$ cat config.mk
export PLATFORM = sky130hd
export DESIGN_NAME = masked_stim_gen
export DESIGN_NICKNAME = d
export VERILOG_FILES = /design/src/rtl/masked_stim_gen_pkg.sv /design/src/rtl/masked_stim_gen_lfsr16.sv /design/src/rtl/masked_stim_gen.sv
export SDC_FILE = /design/constraint.sdc
export NUM_CORES = 1
export LEC_CHECK = 0
export ABC_CLOCK_PERIOD_IN_PS = 3400
export CAP_MARGIN = 20
export CORE_MARGIN = 2
export CORE_UTILIZATION = 40
export DETAILED_ROUTE_END_ITERATION = 7
export HOLD_SLACK_MARGIN = 0.02
export PLACE_DENSITY_LB_ADDON = 0.15
export REMOVE_ABC_BUFFERS = 1
export SETUP_SLACK_MARGIN = 0.3
export SLEW_MARGIN = 40
export SYNTH_ARGS = -nofsm -noshare
export SYNTH_HDL_FRONTEND = slang
export SYNTH_SLANG_ARGS = --single-unit
$ cat constraint.sdc
create_clock -name clk -period 3.4 [get_ports clk]
set_input_delay 0.68 -clock clk [delete_from_list [all_inputs] [get_ports clk]]
set_output_delay 0.68 -clock clk [all_outputs]
set_load 0.01 [all_outputs]
$ cat src/rtl/masked_stim_gen_pkg.sv
// masked_stim_gen_pkg: shared types and constants for the masked-gate stimulus generator
// and the correlation test interface that consumes its {r2, r1, b, a} vector.
`default_nettype none

package masked_stim_gen_pkg;

    localparam int LFSR_W = 16;

    // Fibonacci taps for x^16 + x^14 + x^13 + x^11 + 1
    localparam int TAP_A = 15;
    localparam int TAP_B = 13;
    localparam int TAP_C = 12;
    localparam int TAP_D = 10;

    localparam int A_BIT  = 0;
    localparam int B_BIT  = 1;
    localparam int R1_BIT = 2;
    localparam int R2_BIT = 3;

    typedef enum logic [1:0] {
        IDLE   = 2'd0,
        APPLY  = 2'd1,
        SETTLE = 2'd2,
        DONE   = 2'd3
    } state_e;

    // An all-zero seed would lock the LFSR, so it is replaced by 1.
    function automatic logic [LFSR_W-1:0] fix_seed(input logic [LFSR_W-1:0] s);
        return (s == '0) ? 16'h0001 : s;
    endfunction

endpackage

`default_nettype wire

$ cat src/rtl/masked_stim_gen_lfsr16.sv
// lfsr16: 16-bit Fibonacci LFSR with synchronous load and step; q exposes the low Q_W bits.
`default_nettype none

module lfsr16
    import masked_stim_gen_pkg::*;
#(
    parameter logic [LFSR_W-1:0] RESET_VAL = 16'h0001,
    parameter int                Q_W       = LFSR_W
) (
    input  logic              clk,
    input  logic              rst,
    input  logic              load,
    input  logic              step,
    input  logic [LFSR_W-1:0] seed,
    output logic [Q_W-1:0]    q
);

    logic [LFSR_W-1:0] lfsr_q;
    logic [LFSR_W-1:0] lfsr_d;
    logic              fb;

    assign fb = lfsr_q[TAP_A] ^ lfsr_q[TAP_B] ^ lfsr_q[TAP_C] ^ lfsr_q[TAP_D];

    always_comb begin
        lfsr_d = lfsr_q;
        if (load) begin
            lfsr_d = seed;
        end else if (step) begin
            lfsr_d = {lfsr_q[LFSR_W-2:0], fb};
        end
    end

    always_ff @(posedge clk or posedge rst) begin
        if (rst) begin
            lfsr_q <= RESET_VAL;
        end else begin
            lfsr_q <= lfsr_d;
        end
    end

    assign q = lfsr_q[Q_W-1:0];

endmodule

`default_nettype wire

$ cat src/rtl/masked_stim_gen.sv
// masked_stim_gen: seeded LFSR stimulus sequencer issuing N_TRACES vectors, each held for a settle window.
// Optional macro FIXED_VS_RANDOM_EN interleaves FIXED_VEC with random vectors (vec_class marks fixed).
`default_nettype none

module masked_stim_gen
    import masked_stim_gen_pkg::*;
#(
    parameter int                IN_SIZE       = 4,
    parameter int                N_TRACES      = 1024,
    parameter int                SETTLE_CYCLES = 8,
    parameter logic [LFSR_W-1:0] SEED          = 16'hACE1,
    parameter int                IDX_W         = 16
`ifdef FIXED_VS_RANDOM_EN
    ,
    parameter logic [IN_SIZE-1:0] FIXED_VEC    = '0
`endif
) (
    input  logic               clk,
    input  logic               rst,
    input  logic               start,
    input  logic               abort,
    input  logic               cap_ready,
    output logic [IN_SIZE-1:0] in_vec,
    output logic               vec_valid,
    output logic [IDX_W-1:0]   trace_idx,
    output logic               busy,
    output logic               done,
    output logic               vec_class
);

    localparam int CNT_W = $clog2(SETTLE_CYCLES + 1);
`ifdef FIXED_VS_RANDOM_EN
    localparam int Q_W = LFSR_W;
`else
    localparam int Q_W = IN_SIZE;
`endif
    localparam logic [LFSR_W-1:0] SEED_EFF = fix_seed(SEED);

    state_e             state_q, state_d;
    logic [CNT_W-1:0]   settle_cnt_q, settle_cnt_d;
    logic [IDX_W-1:0]   trace_idx_q, trace_idx_d;
    logic [IN_SIZE-1:0] in_vec_q, in_vec_d;
    logic               vec_valid_q, vec_valid_d;
    logic               lfsr_load;
    logic               lfsr_step;
    logic               issue;
    logic               issue_seed;
    logic [Q_W-1:0]     lfsr_val;

    lfsr16 #(
        .RESET_VAL (SEED_EFF),
        .Q_W       (Q_W)
    ) u_lfsr (
        .clk  (clk),
        .rst  (rst),
        .load (lfsr_load),
        .step (lfsr_step),
        .seed (SEED_EFF),
        .q    (lfsr_val)
    );

`ifdef FIXED_VS_RANDOM_EN
    logic vec_class_q, vec_class_d;
    logic fixed_sel;
`endif

    always_comb begin
        state_d      = state_q;
        settle_cnt_d = settle_cnt_q;
        trace_idx_d  = trace_idx_q;
        in_vec_d     = in_vec_q;
        vec_valid_d  = 1'b0;
        lfsr_load    = 1'b0;
        lfsr_step    = 1'b0;
        issue        = 1'b0;
        issue_seed   = 1'b0;
`ifdef FIXED_VS_RANDOM_EN
        vec_class_d  = vec_class_q;
        fixed_sel    = 1'b0;
`endif

        case (state_q)
            IDLE, DONE: begin
                if (start) begin
                    state_d     = APPLY;
                    trace_idx_d = '0;
                    lfsr_load   = 1'b1;
                    issue       = 1'b1;
                    issue_seed  = 1'b1;
                end
            end
            APPLY: begin
                lfsr_step    = 1'b1;
                settle_cnt_d = CNT_W'(SETTLE_CYCLES - 1);
                state_d      = SETTLE;
            end
            SETTLE: begin
                if (settle_cnt_q != '0) begin
                    settle_cnt_d = settle_cnt_q - CNT_W'(1);
                end else if (cap_ready) begin
                    if (trace_idx_q == IDX_W'(N_TRACES - 1)) begin
                        state_d = DONE;
                    end else begin
                        trace_idx_d = trace_idx_q + IDX_W'(1);
                        state_d     = APPLY;
                        issue       = 1'b1;
                    end
                end
            end
            default: state_d = IDLE;
        endcase

        // The vector is registered on entry to APPLY so vec_valid and in_vec appear together;
        // on a fresh start the LFSR is still being reloaded, so the seed is used directly.
        if (issue) begin
            vec_valid_d = 1'b1;
            in_vec_d    = issue_seed ? SEED_EFF[IN_SIZE-1:0] : lfsr_val[IN_SIZE-1:0];
`ifdef FIXED_VS_RANDOM_EN
            fixed_sel   = issue_seed ? SEED_EFF[LFSR_W-1] : lfsr_val[LFSR_W-1];
            vec_class_d = fixed_sel;
            if (fixed_sel) begin
                in_vec_d = FIXED_VEC;
            end
`endif
        end

        if (abort) begin
            state_d      = IDLE;
            settle_cnt_d = '0;
            in_vec_d     = '0;
            vec_valid_d  = 1'b0;
            lfsr_load    = 1'b0;
            lfsr_step    = 1'b0;
`ifdef FIXED_VS_RANDOM_EN
            vec_class_d  = 1'b0;
`endif
        end
    end

    always_ff @(posedge clk or posedge rst) begin
        if (rst) begin
            state_q      <= IDLE;
            settle_cnt_q <= '0;
            trace_idx_q  <= '0;
            in_vec_q     <= '0;
            vec_valid_q  <= 1'b0;
        end else begin
            state_q      <= state_d;
            settle_cnt_q <= settle_cnt_d;
            trace_idx_q  <= trace_idx_d;
            in_vec_q     <= in_vec_d;
            vec_valid_q  <= vec_valid_d;
        end
    end

`ifdef FIXED_VS_RANDOM_EN
    always_ff @(posedge clk or posedge rst) begin
        if (rst) begin
            vec_class_q <= 1'b0;
        end else begin
            vec_class_q <= vec_class_d;
        end
    end
    assign vec_class = vec_class_q;
`else
    assign vec_class = 1'b0;
`endif

    assign in_vec    = in_vec_q;
    assign vec_valid = vec_valid_q;
    assign trace_idx = trace_idx_q;
    assign busy      = (state_q == APPLY) || (state_q == SETTLE);
    assign done      = (state_q == DONE);

endmodule

`default_nettype wire

==> images/floorplan.png <==
The bar under the picture is 20 um long. Pins as bars on the die edge. Tap cells in gray.
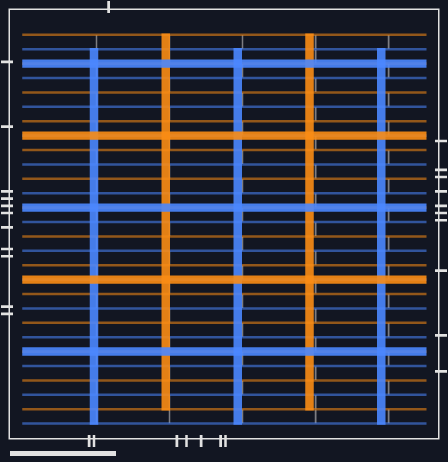
[VSS] blue
[VDD] orange
met1 rails: 28
met5 straps: 5
signal pins: 29
die height: 80.85 um
DIE WIDTH: 80.85 um
Core ar.: 5608 sq um

==> images/class_map.png <==
The bar under the picture is 20 um long.
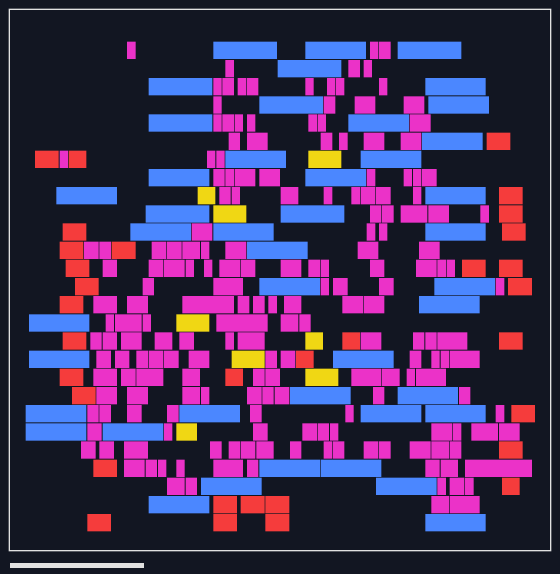
[remaining buffers and delay cells] red | cells: 32
[clock drivers and dummy loads] yellow | cells: 8
[registers] blue | cells: 43
[remaining logic cells] magenta | cells: 192
flop share of the area: 38.75%
design area: 2803 sq um
# rows: 27
utilization after layout: 49.98%

==> images/clock_wires.png <==
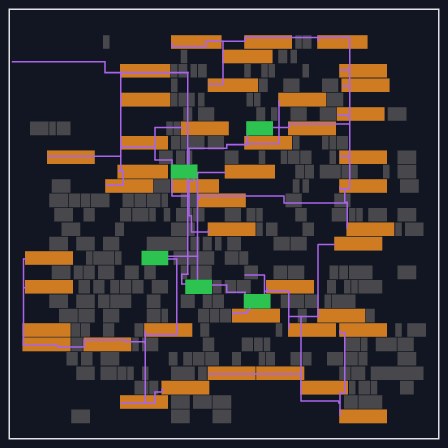
[clock-net drivers] green | count: 5
[clock wires] purple | length: 595 um
[flip-flops] orange | count: 43
routed clock nets: 6
P_clk: 0.000341 W
clock power share: 25.9%
Layout Skew: 0.01607 ns

==> flow_summary_export.csv <==
group,metric,value,unit
cts,ctsHoldBuffers,0,
setup_path,start_kind,"flip-flop",
logic_synthesis,synth.top_cells.by_area,"dfrtp_1 (37%), dfstp_2 (8.9%), nand2_1 (6.4%), nand3_1 (3.0%), ha_1 (2.6%)",
final_layout,drive_gt1_share,10.55,%
logic_synthesis,async_reset_ff_share,100.0,%
global_route,grt_max_degree,44,
routing,routed_wl,5245,um
cts,clk_pin_slew,0.10,ns
final_layout,num_antenna_cells,0,
routing,drtAntennaViolNets,0,
logic_synthesis,top_area_cell,"dfrtp_1",
job,warnings,27,
routing,vias_per_cell,5.617,
global_route,gr-total-overflow,0,
power_and_ir_drop,powerDensity,469.4,nW/um^2
logic_synthesis,ys_ff,43,
setup_path,worst_r2r_path_depth,6,
min_path,min_path_cells,2,
power_and_ir_drop,pwr-share-comb,23.2,%
final_timing,rsz0062_at_grt,"false",
power_and_ir_drop,swShare,31.62,%
final_timing,setup_ws,0.9945,ns
routing,remaining_drc_errors,0,
cts,clockRootBuffer,"clkbuf_8",
power_and_ir_drop,max-vdd-ir-drop,0.1990,mV
global_route,grt_pass1_wl,8963,um
logic_synthesis,synth_seq_share,45.97,%
run_status,status,"complete, no violations",
placement,place.gp.congestion,0.7515,
setup_path,cp.arrival,1.73,ns
final_timing,fmax,415.7,MHz
power_and_ir_drop,power.internal,0.0008997,W
cts,cts_tree,"built",
power_and_ir_drop,power.switching,0.0004160,W
power_and_ir_drop,power.leakage,1.127,nW
final_timing,hold_violations,0,
final_layout,fin_nets,284,
setup_path,path_class,"flip-flop to output pin",
routing,drtIter0Drc,139,
setup_path,worstPathRequired,2.72,ns
logic_synthesis,edf_count,0,
logic_synthesis,adder_share,2.648,%
placement,pre_cts_ws,0.8219,ns
setup_path,crit_fanout,6,
logic_synthesis,xor_area_share,1.854,%
cts,cts_buffers,5,
logic_synthesis,yosysCellCount,247,
==> images/layers.png <==
The bar under the picture is 20 um long. Only two layers are drawn.
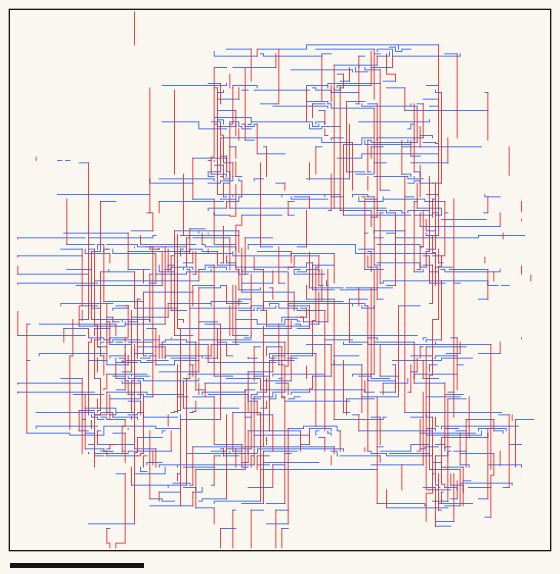
[M1] blue | wire length: 2,590 um
[M2] red | wire length: 2,320 um
routed len/inst: 15.12 um
via count: 1,949

==> images/placed.png <==
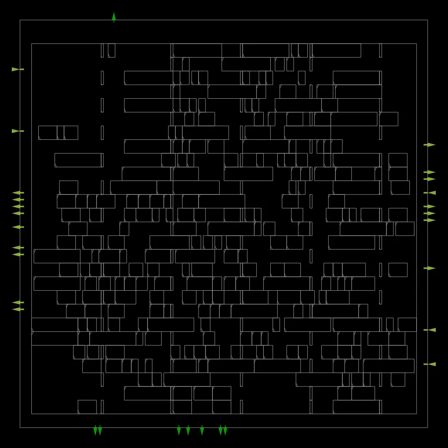
Taps Inserted: 72
filler cell count: 526
sequential cells: 43
Layout Cells excl Fill: 347

-- final cells by class --
type                       instances  area, sq um
clock buffer                       5        68.82
clock inverter                     3        23.77
fill                             526         2805
inverter                          12        45.04
multi-input combinational        180         1181
sequential                        43         1086
tap                               72        90.09
timing repair buffer              32        307.8
-- layer usage --
metal,global-route usage (%),wire length (um),up-vias
met4,5.593,65,0
met5,0,0,-
met3,3.444,268,7
li1,-,-,965
met2,26.94,2319,55
met1,24.61,2590,922
-- worst max-delay path, stage by stage, from the launching register on --
cell	delay, ns
dfrtp_1	0.41
inv_1	0.06
ha_1	0.37
inv_1	0.07
clkdlybuf4s50_1	0.52
-- worst paths after layout --
path                                          to  slack, ns             start
worst max-delay path                        busy       0.99        state_q[0]
max in group asynchronous       u_lfsr.lfsr_q[0]       2.21               rst
worst max register to register      trace_idx[3]       1.08        state_q[0]
min in group asynchronous           trace_idx[5]       0.81               rst
worst min register to register  u_lfsr.lfsr_q[7]       0.50  u_lfsr.lfsr_q[6]
worst min-delay path            u_lfsr.lfsr_q[7]       0.50  u_lfsr.lfsr_q[6]
-- per-stage QoR --
| stage | utilization (%) | hold slack [ns] | cells |
|---|---|---|---|
| 2_1_floorplan | - | 0.4640 | 235 |
| 3_3_place_gp | 48.33 | 0.4785 | 339 |
| 3_5_place_dp | 48.33 | 0.4829 | 339 |
| 4_1_cts | 49.98 | 0.4968 | 347 |
| 5_1_grt | 49.98 | 0.5170 | 347 |
| 6_report | 49.98 | 0.4956 | 347 |
-- logic make-up (layout without fill, tap and decap cells) --
kind of cell	count (synthesis)	count (layout)
AOI/OAI and AO/OA	67	67
xor gates and xnor gates	5	5
adders and majority gates	5	5
buffers and inverters	24	52
DFF	43	43
other	1	1
and+or+nand+nor	102	102
-- Yosys cell counts (all sizes together) (5+ instances only) --
library cell and n:
a31oi 9, dfstp 8, clkbuf 10, nand2 40, dfrtp 35, nor4 6, ha 5, nor3 5
o21ai 11, nand3 14, and3 5, inv 12, a21oi 12, a22o 5
-- state kept, by name (all words and copies together) (netlist names) --
| name | flops |
|---|---|
| trace_idx | 16 |
| u_lfsr.lfsr_q | 16 |
| vec_valid | 1 |
| in_vec | 4 |
| settle_cnt_q | 4 |
| state_q | 2 |
-- layout by cell type (no fill, tap or decap), types with 6 or more instances in the layout --
cell type / count
nand2_1: 40
dfrtp_1: 35
clkdlybuf4s50_1: 27
nand3_1: 14
a21oi_1: 12
inv_1: 12
a31oi_1: 9
dfstp_2: 8
o21ai_1: 6
-- power groups by stage --
| stage | logic [W] | clock network [W] | registers (W) |
|---|---|---|---|
| 2_1_floorplan | 0.000226 | 0 | 0.000667 |
| 5_1_grt | 0.000346 | 0.000375 | 0.000681 |
| 3_3_place_gp | 0.000305 | 0 | 0.000678 |
| 6_report | 0.000305 | 0.000341 | 0.000670 |
| 3_5_place_dp | 0.000308 | 0 | 0.000679 |
| 4_1_cts | 0.000310 | 0.000347 | 0.000669 |
Power and IR drop assume default switching activity.
